==> run_1/pdn.png <==
Scale bar: 20 um. Pins as bars on the die edge.
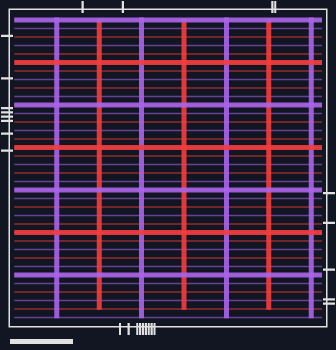
==> run_1/cell_classes.png <==
Fill, decap, tap and diode cells in grey.
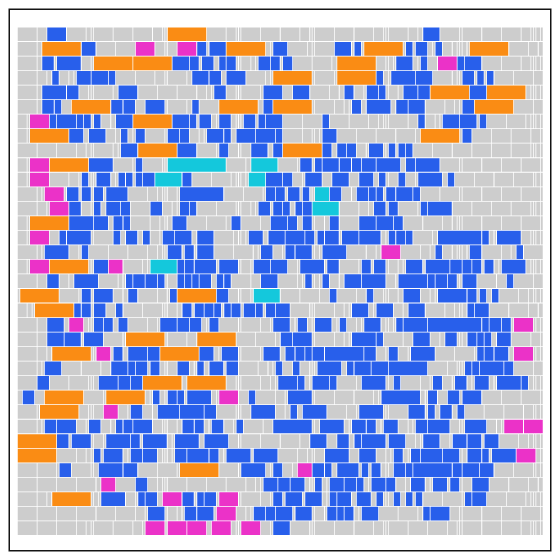
==> run_1/clock_map.png <==
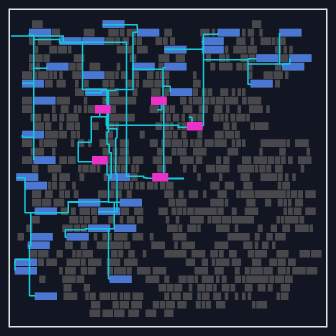
## config.mk

```make
export PLATFORM = sky130hd
export DESIGN_NAME = speed_bar_ctrl
export DESIGN_NICKNAME = d
export VERILOG_FILES = /design/src/rtl/video_ctrl_pkg.sv /design/src/rtl/frame_tick_div.sv /design/src/rtl/speed_bar_ctrl.sv
export SDC_FILE = /design/constraint.sdc
export NUM_CORES = 1
export LEC_CHECK = 0
export ABC_CLOCK_PERIOD_IN_PS = 6500
export CORE_UTILIZATION = 45
export CTS_CLUSTER_DIAMETER = 50
export DETAILED_ROUTE_END_ITERATION = 10
export HOLD_SLACK_MARGIN = 0.03
export PLACE_DENSITY_LB_ADDON = 0.05
export SLEW_MARGIN = 20
export SYNTH_ARGS = -nofsm -noshare
export SYNTH_HDL_FRONTEND = slang
export SYNTH_SLANG_ARGS = --single-unit
```

## constraint.sdc

```tcl
create_clock -name i_clk -period 6.5 [get_ports i_clk]
set_input_delay 1.3 -clock i_clk [delete_from_list [all_inputs] [get_ports i_clk]]
set_output_delay 1.3 -clock i_clk [all_outputs]
set_load 0.05 [all_outputs]
```

## src/rtl/video_ctrl_pkg.sv

```systemverilog
// Shared types for the video overlay controllers: pixel width and the
// sequencer state encoding reused by bar/meter animation blocks.
package video_ctrl_pkg;

    typedef logic [7:0] width_t;

    typedef enum logic [1:0] {
        ST_IDLE = 2'd0,
        ST_UP   = 2'd1,
        ST_DOWN = 2'd2,
        ST_HOLD = 2'd3
    } state_t;

    // Unsigned clamp of a requested width to the controller's ceiling.
    function automatic width_t clamp_width(input width_t w, input width_t max_w);
        return (w > max_w) ? max_w : w;
    endfunction

endpackage

```

## src/rtl/frame_tick_div.sv

```systemverilog
// Divides the per-frame pulse down to one update tick every FRAME_DIV frames.
module frame_tick_div #(
    parameter int unsigned FRAME_DIV = 1
) (
    input  logic i_clk,
    input  logic i_rst_n,
    input  logic i_clr,
    input  logic i_frame,
    output logic o_tick
);

    localparam logic [7:0] DIV_LAST = 8'(FRAME_DIV - 1);

    logic [7:0] cnt;

    assign o_tick = i_frame & ~i_clr & (cnt == DIV_LAST);

    always_ff @(posedge i_clk) begin
        if (!i_rst_n || i_clr) begin
            cnt <= '0;
        end else if (i_frame) begin
            cnt <= o_tick ? '0 : cnt + 8'd1;
        end
    end

endmodule

```

## src/rtl/speed_bar_ctrl.sv

```systemverilog
// Speed-bar width sequencer: steps the bar toward an accepted target once per
// update tick, strobes animate on every change, then dwells before re-arming.
module speed_bar_ctrl
    import video_ctrl_pkg::*;
#(
    parameter int unsigned MAX_WIDTH   = 200,
    parameter int unsigned INIT_WIDTH  = 0,
    parameter int unsigned STEP        = 2,
    parameter int unsigned FRAME_DIV   = 1,
    parameter int unsigned HOLD_FRAMES = 30
) (
    input  logic       i_clk,
    input  logic       i_rst_n,
    input  logic       i_frame,
    input  logic       i_enable,
    input  logic [7:0] i_target,
    input  logic       i_target_valid,
    output logic       o_target_ready,
    output logic [7:0] o_width,
    output logic       o_animate,
    output logic       o_at_target,
    output logic [1:0] o_state
);

    localparam width_t     MAX_W     = width_t'(MAX_WIDTH);
    localparam width_t     INIT_W    = width_t'(INIT_WIDTH);
    localparam logic [8:0] STEP9     = 9'(STEP);
    localparam logic [11:0] HOLD_LAST = 12'(HOLD_FRAMES - 1);

    state_t      state, state_n;
    width_t      width, width_n;
    width_t      tgt, tgt_n;
    logic [11:0] hold, hold_n;
    logic        anim, anim_n;
    logic        at_tgt, at_tgt_n;
    logic        tick;

    width_t      req_clamped;
    logic [8:0]  up_diff, dn_diff, up_amt, dn_amt;
    width_t      width_up, width_dn;

    frame_tick_div #(
        .FRAME_DIV (FRAME_DIV)
    ) u_div (
        .i_clk   (i_clk),
        .i_rst_n (i_rst_n),
        .i_clr   (~i_enable),
        .i_frame (i_frame),
        .o_tick  (tick)
    );

    // Steps are limited to the remaining distance, so neither direction can
    // overshoot the target or wrap through 0/255.
    assign req_clamped = clamp_width(i_target, MAX_W);
    assign up_diff     = {1'b0, tgt} - {1'b0, width};
    assign dn_diff     = {1'b0, width} - {1'b0, tgt};
    assign up_amt      = (up_diff < STEP9) ? up_diff : STEP9;
    assign dn_amt      = (dn_diff < STEP9) ? dn_diff : STEP9;
    assign width_up    = width + up_amt[7:0];
    assign width_dn    = width - dn_amt[7:0];

    assign o_target_ready = (state == ST_IDLE) & i_enable;
    assign o_width        = width;
    assign o_animate      = anim;
    assign o_at_target    = at_tgt;
    assign o_state        = state;

    always_ff @(posedge i_clk) begin
        if (!i_rst_n) begin
            state  <= ST_IDLE;
            width  <= INIT_W;
            tgt    <= INIT_W;
            hold   <= '0;
            anim   <= 1'b0;
            at_tgt <= 1'b1;
        end else begin
            state  <= state_n;
            width  <= width_n;
            tgt    <= tgt_n;
            hold   <= hold_n;
            anim   <= anim_n;
            at_tgt <= at_tgt_n;
        end
    end

    always_comb begin
        state_n = state;
        width_n = width;
        tgt_n   = tgt;
        hold_n  = hold;
        anim_n  = 1'b0;

        if (!i_enable) begin
            state_n = ST_IDLE;
            hold_n  = '0;
        end else begin
            case (state)
                ST_IDLE: begin
                    if (i_target_valid) begin
                        tgt_n = req_clamped;
                        if (req_clamped > width) begin
                            state_n = ST_UP;
                        end else if (req_clamped < width) begin
                            state_n = ST_DOWN;
                        end else begin
                            state_n = ST_HOLD;
                            hold_n  = '0;
                        end
                    end
                end
                ST_UP: begin
                    if (tick) begin
                        width_n = width_up;
                        anim_n  = 1'b1;
                        if (width_up == tgt) begin
                            state_n = ST_HOLD;
                            hold_n  = '0;
                        end
                    end
                end
                ST_DOWN: begin
                    if (tick) begin
                        width_n = width_dn;
                        anim_n  = 1'b1;
                        if (width_dn == tgt) begin
                            state_n = ST_HOLD;
                            hold_n  = '0;
                        end
                    end
                end
                ST_HOLD: begin
                    if (i_frame) begin
                        if (hold == HOLD_LAST) begin
                            state_n = ST_IDLE;
                            hold_n  = '0;
                        end else begin
                            hold_n = hold + 12'd1;
                        end
                    end
                end
                default: state_n = ST_IDLE;
            endcase
        end

        at_tgt_n = (width_n == tgt_n);
    end

endmodule

```

==> impl_metrics.env, run 1 <==
# physical design summary
export IMPL_worstMarginPinSlew_ns=0.643
export IMPL_place_gp_congestion=0.920
export IMPL_num_vias=4345
export IMPL_inv_count=34
export IMPL_worstSetupEndpoint="hold[2]$_SDFFE_PN0P_"
export IMPL_hp_start="hold[1]$_SDFFE_PN0P_"
export IMPL_simple_gate_area_frac=0.241
export IMPL_status="complete, no violations"
export IMPL_leakagePower_nw=1.97
export IMPL_p_sw_uw=291
export IMPL_postSynthAreaPerCell_sq_um=7.88
export IMPL_final_cell_mix="nor2_1, ha_1, dfxtp_1, inv_1, nand2_1"
export IMPL_maxSlewViolCount=0
export IMPL_sh_comb_area=0.694
export IMPL_seq_power_uw=259
export IMPL_cts_num_sinks=40
export IMPL_fillerInstances=965
export IMPL_tapCellCount=129
export IMPL_syn_to_final_growth_pct=10.8
export IMPL_hp_class="reg -> reg"
export IMPL_cp_num_buf_inv=1
export IMPL_r2r_start="o_width[0]$_SDFF_PN0_"
export IMPL_synth_top_area_share=0.181
export IMPL_ys_sh_xor=0.0796
export IMPL_timing_rr_end="hold[2]$_SDFFE_PN0P_"
export IMPL_hold_buffers=0
export IMPL_layout_setup_ws_ns=0.705
export IMPL_cp_end_kind="register"
export IMPL_final_util=0.522
export IMPL_logic_gates=470
export IMPL_area_dominant_class="multi-input combinational cells"
export IMPL_yosysWarnings=0
export IMPL_ys_ff=40
export IMPL_initialDrtViolationCount=372
export IMPL_post_route_period_util=0.892
export IMPL_crit_start="o_width[0]$_SDFF_PN0_"
export IMPL_ff2ff_path_depth=19
export IMPL_grt_pass1_vias=4013
export IMPL_maxCapViolCount=0
export IMPL_yosys_cells=561
export IMPL_comb_area_sq_mm=0.00339
export IMPL_netSwitchingFraction=0.377
export IMPL_grt_max_degree=23
-- pdn.png (at the start) --
[red] VDD
[purple] VSS
rows: 35
met1 rails: 36
met4 straps: 7
met5 straps: 7
Die H: 101 um
Peak VDD IR: 0.147 mV
Chip Width: 101 um
core area: 0.00937 sq mm

-- cell_classes.png (at the start) --
[cyan] clock drivers and dummy loads | cells: 8 | share of their area: 2.4%
[orange] flip-flops | cells: 40 | share of their area: 17%
[blue] all other logic | cells: 504 | share of their area: 74%
[magenta] other buffers and delay cells | cells: 31 | share of their area: 6.2%

-- clock_map.png (at the start) --
[magenta] cells driving clock nets | count: 5
[blue] flip-flops | count: 40
[cyan] clock wires | length: 709 um
flops lie: widely spread
clock skew: 0.00827 ns
part of the power in the clock network: 0.292

-- run 1: cells in the mapped netlist, drive strengths merged, types with 11 or more instances --
master	number
nor2	49
ha	45
dfxtp	40
o21ai	37
inv	34
nand2	34
a21oi	32
xnor2	21
clkbuf	19
and2	16
nand3	14
xor2	14
o311ai	13
and3	11
mux2i	11
nand4	11
-- run 1: per-layer routing --
layer / up-vias / track usage / share of wire
met2: 159 / 0.414 / 0.44
li1: 2105 / - / -
met1: 2061 / 0.395 / 0.47
met4: 0 / 0.0702 / 0.017
met5: - / 0 / 0
met3: 20 / 0.0506 / 0.075
-- run 1: tightest hold or removal path, cell delays in order (launching register included) --
cell,delay [ns]
dfxtp_1,0.34
nand2_1,0.07
mux2i_1,0.06
==> run_1/metal_stack.png <==
Scale bar: 20 um. Only two layers are drawn.
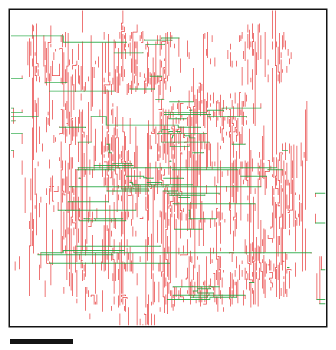

## Run 2: what changed since run 1
--- a/config.mk
+++ b/config.mk
@@ -10,6 +10,7 @@
 export CTS_CLUSTER_DIAMETER = 50
 export DETAILED_ROUTE_END_ITERATION = 10
 export HOLD_SLACK_MARGIN = 0.03
+export MAX_ROUTING_LAYER = met4
 export PLACE_DENSITY_LB_ADDON = 0.05
 export SLEW_MARGIN = 20
 export SYNTH_ARGS = -nofsm -noshare
==> run_2/metal_stack.png <==
Scale bar: 20 um. Only two layers are drawn.
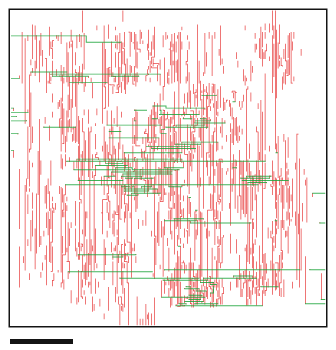
[red] met2 | wire length: 5690 um
[green] met3 | wire length: 1000 um
vias after detailed routing: 4373
Total GRT Usage: 0.276
drt wl/cell: 18.7 um

==> impl_metrics.env, run 2 <==
# physical design summary
export IMPL_total_power_uw=766
export IMPL_logic_gates=470
export IMPL_fp_dieH_um=101
export IMPL_cp_num_buf_inv=1
export IMPL_clkPwrFrac=0.288
export IMPL_die_w_um=101
export IMPL_grt_pass1_vias=3937
export IMPL_yosysWarnings=0
export IMPL_area_dominant_class="multi-input combinational cells"
export IMPL_syn_to_final_growth_pct=10.8
export IMPL_post_route_period_util=0.890
export IMPL_final_cell_mix="nor2_1, ha_1, dfxtp_1, inv_1, nand2_1"
export IMPL_skew_ns=0.00720
export IMPL_final_util=0.522
export IMPL_yosys_cells=561
export IMPL_comb_area_sq_mm=0.00339
export IMPL_seq_power_uw=259
export IMPL_ys_ff=40
export IMPL_worstMarginPinSlew_ns=0.682
export IMPL_core_area_sq_mm=0.00937
export IMPL_cts_num_sinks=40
export IMPL_sh_comb_area=0.694
export IMPL_synth_top_area_share=0.181
export IMPL_fillerInstances=958
export IMPL_hp_class="reg -> reg"
export IMPL_maxSlewViolCount=0
export IMPL_synth_most_common_cell="nor2_1"
export IMPL_p_sw_uw=287
export IMPL_tapCellCount=129
export IMPL_leakagePower_nw=1.97
export IMPL_grt_max_degree=23
export IMPL_place_gp_congestion=0.942
export IMPL_status="complete, no violations"
export IMPL_initialDrtViolationCount=349
## run 2: cell counts in the layout (fill, tap and decap cells not counted)
Identical to the previous run, type by type.
## run 2: path summary, 6_finish.rpt
check,start,end,cells after the start,slack [ns]
max reg2reg,o_width[0]$_SDFF_PN0_,hold[3]$_SDFFE_PN0P_,19,0.72
min reg2reg,hold[1]$_SDFFE_PN0P_,hold[1]$_SDFFE_PN0P_,2,0.50
max,o_width[0]$_SDFF_PN0_,hold[3]$_SDFFE_PN0P_,19,0.72
min,hold[1]$_SDFFE_PN0P_,hold[1]$_SDFFE_PN0P_,2,0.50
## run 2: layer usage
layer,track usage,share of wire
met1,0.399,0.48
met2,0.398,0.43
met3,0.0402,0.075
met4,0.0747,0.022
met5,-,0
No activity file was given, so power comes from the tool's default toggle rates.
